run_1/drive_strength.png
Scale: 2 px per um.
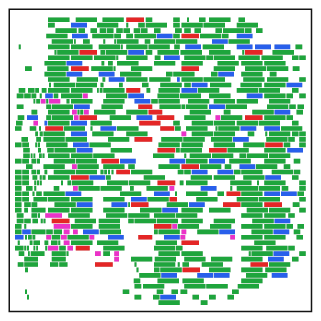
run_1/pdn.png
Scale: 3 px per um. Pins as bars on the die edge.
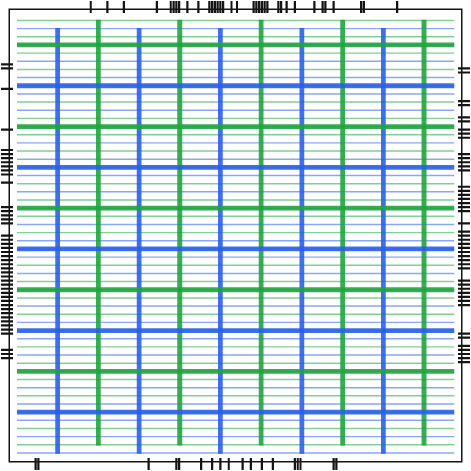
run_1/zoom.png
Region (50, 80) to (100, 130) um. Cells in gray, sequential cells in the stronger gray; small squares are vias.
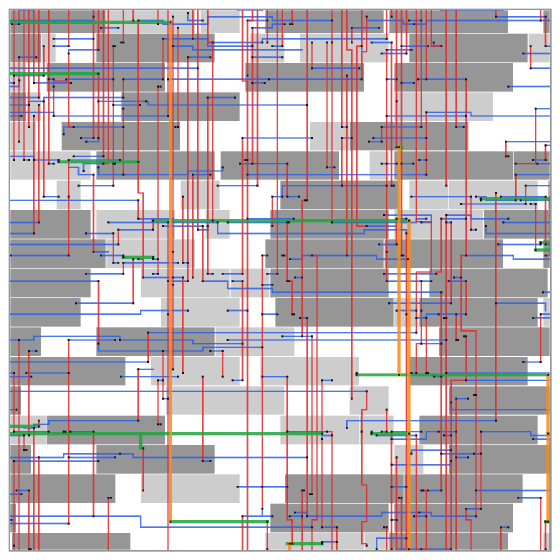
run_1/wire_density.png
Scale: 2 px per um. 30 x 30 tiles, from dark purple (low) to yellow (high), scaled to the fullest tile. Values are wire area over tile area, all layers added.
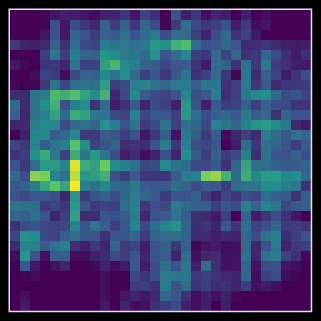
`src/rtl/lsu_store_buffer.sv`:
```
// Store buffer: FIFO of lane-aligned stores presented to a byte/word register port.
// Optional misaligned-store rejection with err pulse: LSU_STORE_MISALIGN_CHK_EN.
module lsu_store_buffer #(
    parameter int unsigned DEPTH = 4
) (
    input  logic                         clk,
    input  logic                         rst,
    input  logic                         req_valid,
    output logic                         req_ready,
    input  logic [31:0]                  req_addr,
    input  logic [31:0]                  req_data,
    input  logic [1:0]                   req_size,
    output logic                         wr_valid,
    input  logic                         wr_ready,
    output logic [31:0]                  wr_addr,
    output logic [31:0]                  wr_data,
    output logic [3:0]                   wr_be,
    output logic [$clog2(DEPTH+1)-1:0]   count,
    output logic                         err
);

    localparam int unsigned PW = $clog2(DEPTH);
    localparam int unsigned CW = $clog2(DEPTH+1);

    logic [29:0]   addr_q [DEPTH];
    logic [31:0]   data_q [DEPTH];
    logic [3:0]    be_q   [DEPTH];
    logic [PW-1:0] wptr;
    logic [PW-1:0] rptr;
    logic [CW-1:0] count_q;

    logic          push;
    logic          pop;
    logic          enq;
    logic [31:0]   align_data;
    logic [3:0]    align_be;

    assign req_ready = (count_q != CW'(DEPTH)) && !rst;
    assign wr_valid  = (count_q != '0);
    assign push      = req_valid && req_ready;
    assign pop       = wr_valid && wr_ready;
    assign count     = count_q;
    assign wr_addr   = {addr_q[rptr], 2'b00};
    assign wr_data   = data_q[rptr];
    assign wr_be     = be_q[rptr];

    // Misaligned low address bits are simply ignored when the checker is absent.
    always_comb begin
        align_data = '0;
        align_be   = '0;
        case (req_size)
            2'b00: begin
                align_be   = 4'b0001 << req_addr[1:0];
                align_data = {24'h0, req_data[7:0]} << {req_addr[1:0], 3'b000};
            end
            2'b01: begin
                align_be   = req_addr[1] ? 4'b1100 : 4'b0011;
                align_data = req_addr[1] ? {req_data[15:0], 16'h0} : {16'h0, req_data[15:0]};
            end
            default: begin
                align_be   = 4'b1111;
                align_data = req_data;
            end
        endcase
    end

`ifdef LSU_STORE_MISALIGN_CHK_EN
    logic misaligned;
    logic err_q;

    always_comb begin
        misaligned = 1'b0;
        case (req_size)
            2'b00:   misaligned = 1'b0;
            2'b01:   misaligned = req_addr[0];
            default: misaligned = (req_addr[1:0] != 2'b00);
        endcase
    end

    // Rejected requests still handshake; they just never reach the queue.
    assign enq = push && !misaligned;

    always_ff @(posedge clk) begin
        if (rst) begin
            err_q <= 1'b0;
        end else begin
            err_q <= push && misaligned;
        end
    end

    assign err = err_q;
`else
    assign enq = push;
    assign err = 1'b0;
`endif

    always_ff @(posedge clk) begin
        if (enq) begin
            addr_q[wptr] <= req_addr[31:2];
            data_q[wptr] <= align_data;
            be_q[wptr]   <= align_be;
        end
    end

    always_ff @(posedge clk) begin
        if (rst) begin
            wptr    <= '0;
            rptr    <= '0;
            count_q <= '0;
        end else begin
            if (enq) begin
                wptr <= wptr + PW'(1);
            end
            if (pop) begin
                rptr <= rptr + PW'(1);
            end
            case ({enq, pop})
                2'b10:   count_q <= count_q + CW'(1);
                2'b01:   count_q <= count_q - CW'(1);
                default: count_q <= count_q;
            endcase
        end
    end

endmodule

```
`config.mk`:
```
export PLATFORM = sky130hd
export DESIGN_NAME = lsu_store_buffer
export DESIGN_NICKNAME = d
export VERILOG_FILES = /design/src/rtl/lsu_store_buffer.sv
export SDC_FILE = /design/constraint.sdc
export NUM_CORES = 1
export LEC_CHECK = 0
export CAP_MARGIN = 25
export CORE_MARGIN = 2
export CORE_UTILIZATION = 49
export CTS_BUF_LIST = sky130_fd_sc_hd__clkbuf_16
export DETAILED_ROUTE_END_ITERATION = 8
export PLACE_DENSITY = 0.75
export REMOVE_ABC_BUFFERS = 1
export SLEW_MARGIN = 0
export SYNTH_ARGS = -nofsm -noshare
export SYNTH_HDL_FRONTEND = slang
export SYNTH_SLANG_ARGS = --single-unit
```
`constraint.sdc`:
```
create_clock -name clk -period 3.2 [get_ports clk]
set_input_delay 0.64 -clock clk [delete_from_list [all_inputs] [get_ports clk]]
set_output_delay 0.64 -clock clk [all_outputs]
set_load 0.02 [all_outputs]
```
==> impl_metrics.env, run 1 <==
# physical design summary
export IMPL_synth_cells=480
export IMPL_wl_per_cell_um=22.5
export IMPL_p_sw_frac=0.267
export IMPL_ant_nets=0
export IMPL_ys_seq_frac=0.772
export IMPL_numSynthFlops=273
export IMPL_slowest_delay_ps=650
export IMPL_antenna_found_initial=1
export IMPL_cp_required_ps=2560
export IMPL_cap_viol_max_count=0
export IMPL_grt_max_degree=67
export IMPL_cts_sinks=273
export IMPL_report_final_slew_viol_count=0
export IMPL_vias=5361
export IMPL_met1_length_um=8600
export IMPL_lay_top_cells="edfxtp_1 (264), clkdlybuf4s50_1 (140), mux4_2 (66), clkbuf_16 (27), nand2_1 (24)"
export IMPL_dr_wl_met3_um=1820
export IMPL_gp_congestion=0.755
export IMPL_logic_area_um2=2230
export IMPL_wl_um=21400
export IMPL_met1_usage=0.270
export IMPL_synth_edff_count=264
export IMPL_warnings=28
export IMPL_worstMarginPinSlew_ps=688
export IMPL_cts_buffers=26
export IMPL_track_usage=0.192
export IMPL_rsz0062_at_grt="no"
export IMPL_synthArstFlopShare=0
export IMPL_powerComb_w=0.00270
export IMPL_common_cells="edfxtp_1 (264), mux4_2 (66), nand2_1 (24)"
export IMPL_period_minus_slack_ps=3050
export IMPL_critPathTopFamily="buffers and inverters"
export IMPL_met2_usage=0.317
export IMPL_num_antenna_cells=0
export IMPL_ys_area_um2=10500
export IMPL_grt_pass1_wl_um=32400
export IMPL_flop_area_um2=8120
export IMPL_insertion_delay_ps=520
export IMPL_crit_type="reg -> out"
export IMPL_overflow=0
export IMPL_core_um2=21000
export IMPL_dr_first_iter_drc_count=409
export IMPL_fillers=1394
export IMPL_clk_pin_slew_ps=60
export IMPL_met2WireLength_um=10600
export IMPL_p_clk_frac=0.285
export IMPL_power_frac_comb=0.275
export IMPL_netSwitchingPower_w=0.00262
export IMPL_crit_slowest_cell="dfxtp_4"
export IMPL_p_seq_frac=0.440
export IMPL_setup_viol=0
export IMPL_skew_ps=7.22
export IMPL_rows=53
export IMPL_cts_root_buf="clkbuf_16"
export IMPL_mostFrequentLayoutCell="edfxtp_1"
export IMPL_crit_path_end_kind="primary output"
export IMPL_p_seq_w=0.00432
export IMPL_status="finished clean"
export IMPL_top_cell_area_share=0.755
export IMPL_die_area_um2=22600
export IMPL_syn_to_final_growth_pct=26.0
export IMPL_leakagePower_nw=4.31
export IMPL_top_cells_by_area="edfxtp_1 (76%), mux4_2 (14%), dfxtp_1 (1.7%)"
export IMPL_min_period_over_period=0.953
export IMPL_use_met3=0.0355
export IMPL_grt_pass1_vias=5629
export IMPL_start_kind="flip-flop"
export IMPL_syn_area_um2=10500
export IMPL_drive_gt1_frac=0.204
export IMPL_timing_hold_ws_ps=523
export IMPL_hp_class="reg -> reg"
export IMPL_yosysUniqueCellTypes=34
export IMPL_syn_area_per_cell_um2=21.9
export IMPL_htree_levels=1
export IMPL_dr_pass1_iters=5
export IMPL_portBuffers=140
export IMPL_ys_cells=480
export IMPL_cts_tree="yes"
export IMPL_synth_top_flop_cell="edfxtp_1"
export IMPL_highest_layer="met5"
export IMPL_relSlewSlack=0.540
export IMPL_dp_hpwl_um=13600
export IMPL_path_buffers=2
export IMPL_layout_nets=731
export IMPL_power_leader="registers"
export IMPL_powerDensity_nw_per_um2=742
export IMPL_vias_per_cell=5.64
export IMPL_fp_util=0.499
export IMPL_intPower_w=0.00720
export IMPL_synth_warnings=0
Back to the opening pictures, drive_strength.png:
size	color	cells
drive 3 to 4	magenta	29
drive 2	blue	72
drive 1 or less	green	537
drive 6 and up	red	37

Back to the opening pictures, pdn.png:
net	color
VSS	blue
VDD	green
met5 straps	10
met4 straps	10
rows	53
Die X: 150 um
Die Y: 150 um
maximum VDD drop: 0.462 mV

Back to the opening pictures, zoom.png:
layer	color
met3	green
met2	red
met1	blue
met4	orange
netlist names of flops here include	data_q (40), addr_q (3)
most frequent	edfxtp_1 (43), mux4_2 (8), clkdlybuf4s50_1 (7)
sequential cells in the window	43
cells with their middle in the window	78

Back to the opening pictures, wire_density.png:
nearly empty tiles	12%
fullest tile	0.65
densest ninth of the die	left middle

==> run 1: stage by stage <==
step | util | instance area [um2] | setup TNS [ps] | setup WS [ps] | power, W
3_5_place_dp | 0.588 | 12400 | 0 | 421 | 0.00702
3_3_place_gp | 0.588 | 12400 | 0 | 513 | 0.00697
4_1_cts | 0.625 | 13100 | 0 | 25.8 | 0.00983
2_1_floorplan | - | 10300 | -64250 | -973 | 0.00587
6_report | 0.629 | 13200 | 0 | 149 | 0.00981
5_1_grt | 0.629 | 13200 | 0 | 52.7 | 0.0102
==> run 1: cell families (layout without fill, tap and decap cells) <==
family | count (synthesis) | after routing | share of synthesized area
flip-flops | 273 | 273 | 0.772
multiplexers | 68 | 68 | 0.144
AND/OR/NAND/NOR | 56 | 56 | 0.0284
AND-OR/OR-AND | 41 | 41 | 0.0263
buffers and inverters | 31 | 224 | 0.0174
adder cells (fa/ha/maj) | 6 | 6 | 0.00787
XOR/XNOR | 4 | 4 | 0.00334
other | 1 | 3 | 0.000357
==> run 1: area by class of cell <==
class,instances,area share
inverter,7,0.00199
sequential,273,0.614
clock inverter,21,0.00851
timing repair buffer,169,0.130
tap,275,0.0260
multi-input combinational,178,0.169
clock buffer,27,0.0511
==> run 1: flip-flops by register name, indices dropped and copies added, names as in the netlist, named ones only <==
name / count
addr_q: 120
rptr: 2
be_q: 16
count: 3
data_q: 128
wptr: 2
==> run 1: path summary, 6_finish.rpt <==
kind,from,end,slack [ps],depth (start not counted)
worst max register to register,count[2],count[2],1100,9
worst min-delay path,wptr[0],wptr[0],520,1
worst min register to register,wptr[0],wptr[0],520,1
worst max-delay path,flip-flop,wr_data[16],150,3
==> run 1: repair_timing <==
item	CTS	global route
buffers inserted	0	11
hold buffers	0	0
setup endpoints to repair	9	17
gates cloned	0	0
pin swaps	0	0
resized	1	0
run_1/final_placement.png
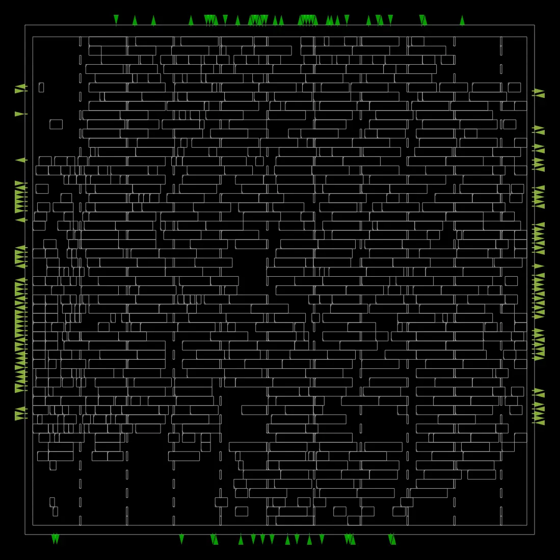

==> run 1 -> run 2 <==
--- a/config.mk
+++ b/config.mk
@@ -7,10 +7,9 @@
 export LEC_CHECK = 0
 export CAP_MARGIN = 25
 export CORE_MARGIN = 2
-export CORE_UTILIZATION = 49
+export CORE_UTILIZATION = 35
 export CTS_BUF_LIST = sky130_fd_sc_hd__clkbuf_16
 export DETAILED_ROUTE_END_ITERATION = 8
-export PLACE_DENSITY = 0.75
 export REMOVE_ABC_BUFFERS = 1
 export SLEW_MARGIN = 0
 export SYNTH_ARGS = -nofsm -noshare
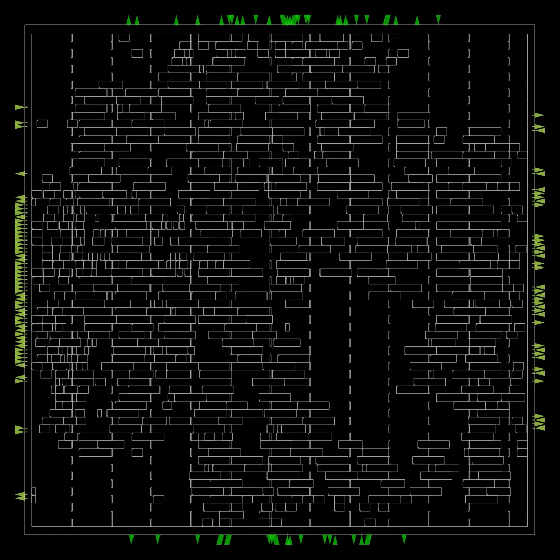
run_2/final_placement.png
Final Core Density: 0.457
# Taps: 390

==> impl_metrics.env, run 2 <==
# physical design summary
export IMPL_core_um2=29600
export IMPL_ir_worst_vdd_mv=0.584
export IMPL_die_area_um2=31400
export IMPL_hp_class="reg -> reg"
export IMPL_holdBufCountCts=0
export IMPL_portBuffers=140
export IMPL_lay_top_cells="edfxtp_1 (264), clkdlybuf4s50_1 (140), mux4_2 (66), clkbuf_16 (29), nand2_1 (24)"
export IMPL_vias_per_cell=4.97
export IMPL_htree_levels=1
export IMPL_antenna_found_initial=0
export IMPL_top_cell_area_share=0.755
export IMPL_insertion_delay_ps=530
export IMPL_cp_depth=3
export IMPL_skew_ps=11.6
export IMPL_report_final_slew_viol_count=0
export IMPL_start_kind="flip-flop"
export IMPL_relSlewSlack=0.501
export IMPL_met2WireLength_um=11100
export IMPL_ys_cells=480
export IMPL_rsz0062_at_grt="no"
export IMPL_overflow=0
export IMPL_synth_edff_count=264
export IMPL_worstMarginPinSlew_ps=749
export IMPL_ys_seq_frac=0.772
export IMPL_top_cells_by_area="edfxtp_1 (76%), mux4_2 (14%), dfxtp_1 (1.7%)"
export IMPL_leakagePower_nw=4.35
export IMPL_clk_pin_slew_ps=60
export IMPL_dr_wl_met3_um=1900
export IMPL_use_met3=0.0421
export IMPL_synth_top_flop_cell="edfxtp_1"
export IMPL_status="finished clean"
export IMPL_syn_to_final_growth_pct=28.6
export IMPL_synthArstFlopShare=0
export IMPL_post_cts_resized=0
export IMPL_warnings=28
export IMPL_cts_setup_buffers=0
export IMPL_r2r_slack_ps=1040
export IMPL_common_cells="edfxtp_1 (264), mux4_2 (66), nand2_1 (24)"
export IMPL_dr_pass1_iters=4
export IMPL_ys_area_um2=10500
export IMPL_slowest_delay_ps=600
export IMPL_grt_pass1_vias=5697
export IMPL_syn_area_per_cell_um2=21.9
export IMPL_powerDensity_nw_per_um2=757
export IMPL_die_y_um=177
export IMPL_min_period_over_period=0.943
export IMPL_gp_congestion=0.839
export IMPL_num_antenna_cells=0
export IMPL_synth_warnings=0
export IMPL_track_usage=0.147
export IMPL_rows=63
export IMPL_top_register="data_q"
export IMPL_setup_viol=0
export IMPL_met1_length_um=9510
export IMPL_cap_viol_max_count=0
export IMPL_die_width_um=177
export IMPL_crit_path_end="wr_data[18]"
export IMPL_crit_slowest_cell="mux4_2"
export IMPL_crit_type="reg -> out"
export IMPL_drive_gt1_frac=0.199
export IMPL_dr_first_iter_drc_count=414
export IMPL_cts_tree="yes"
export IMPL_syn_area_um2=10500
export IMPL_vias=5283
export IMPL_fillers=2515
export IMPL_met2_usage=0.242
export IMPL_top_regs="data_q: 128 flops, addr_q: 120 flops, be_q: 16 flops"
export IMPL_layout_nets=726
## run 2: cell counts after synthesis
No cell type changed its count.
## run 2: worst min path at each step
stage / start / slack, ps / depth (start not counted) / to
floorplan: wptr[0] / 480 / 1 / wptr[0]
global placement: wptr[0] / 500 / 1 / wptr[0]
detailed placement: wptr[0] / 530 / 1 / wptr[0]
CTS: wptr[0] / 540 / 2 / wptr[0]
global route: wptr[0] / 570 / 1 / wptr[0]
finish: wptr[0] / 530 / 1 / wptr[0]
## run 2: kinds of logic (layout without fill, tap and decap cells)
family | after synthesis | after routing | share of synthesized area
other | 1 | 3 | 0.000357
flip-flops | 273 | 273 | 0.772
XOR/XNOR | 4 | 4 | 0.00334
AND/OR/NAND/NOR | 56 | 56 | 0.0284
multiplexers | 68 | 68 | 0.144
adder cells (fa/ha/maj) | 6 | 6 | 0.00787
buffers and inverters | 31 | 221 | 0.0174
AND-OR/OR-AND | 41 | 41 | 0.0263
## run 2: where the power goes
group | switching, W | internal [W]
Sequential | 0.0000989 | 0.00418
Combinational | 0.00132 | 0.00135
Clock | 0.00125 | 0.00203
Total | 0.00267 | 0.00756
## run 2: metrics by stage
stage / worst slack (ps) / setup TNS (ps) / hold WS, ps / cell area (um2)
floorplan: -973 / -64250 / 475 / 10300
global placement: 475 / 0 / 501 / 12600
detailed placement: 397 / 0 / 529 / 12600
CTS: 130 / 0 / 540 / 13500
global route: 88.0 / 0 / 573 / 13500
finish: 181 / 0 / 533 / 13500
## run 2: area by class of cell
type | count | share of cell area
Tap cell | 390 | 0.0361
Multi-Input combinational cell | 178 | 0.165
Clock buffer | 29 | 0.0538
Sequential cell | 273 | 0.601
Clock inverter | 24 | 0.0166
Timing Repair Buffer | 161 | 0.126
Inverter | 7 | 0.00195
Power and IR drop assume default switching activity.
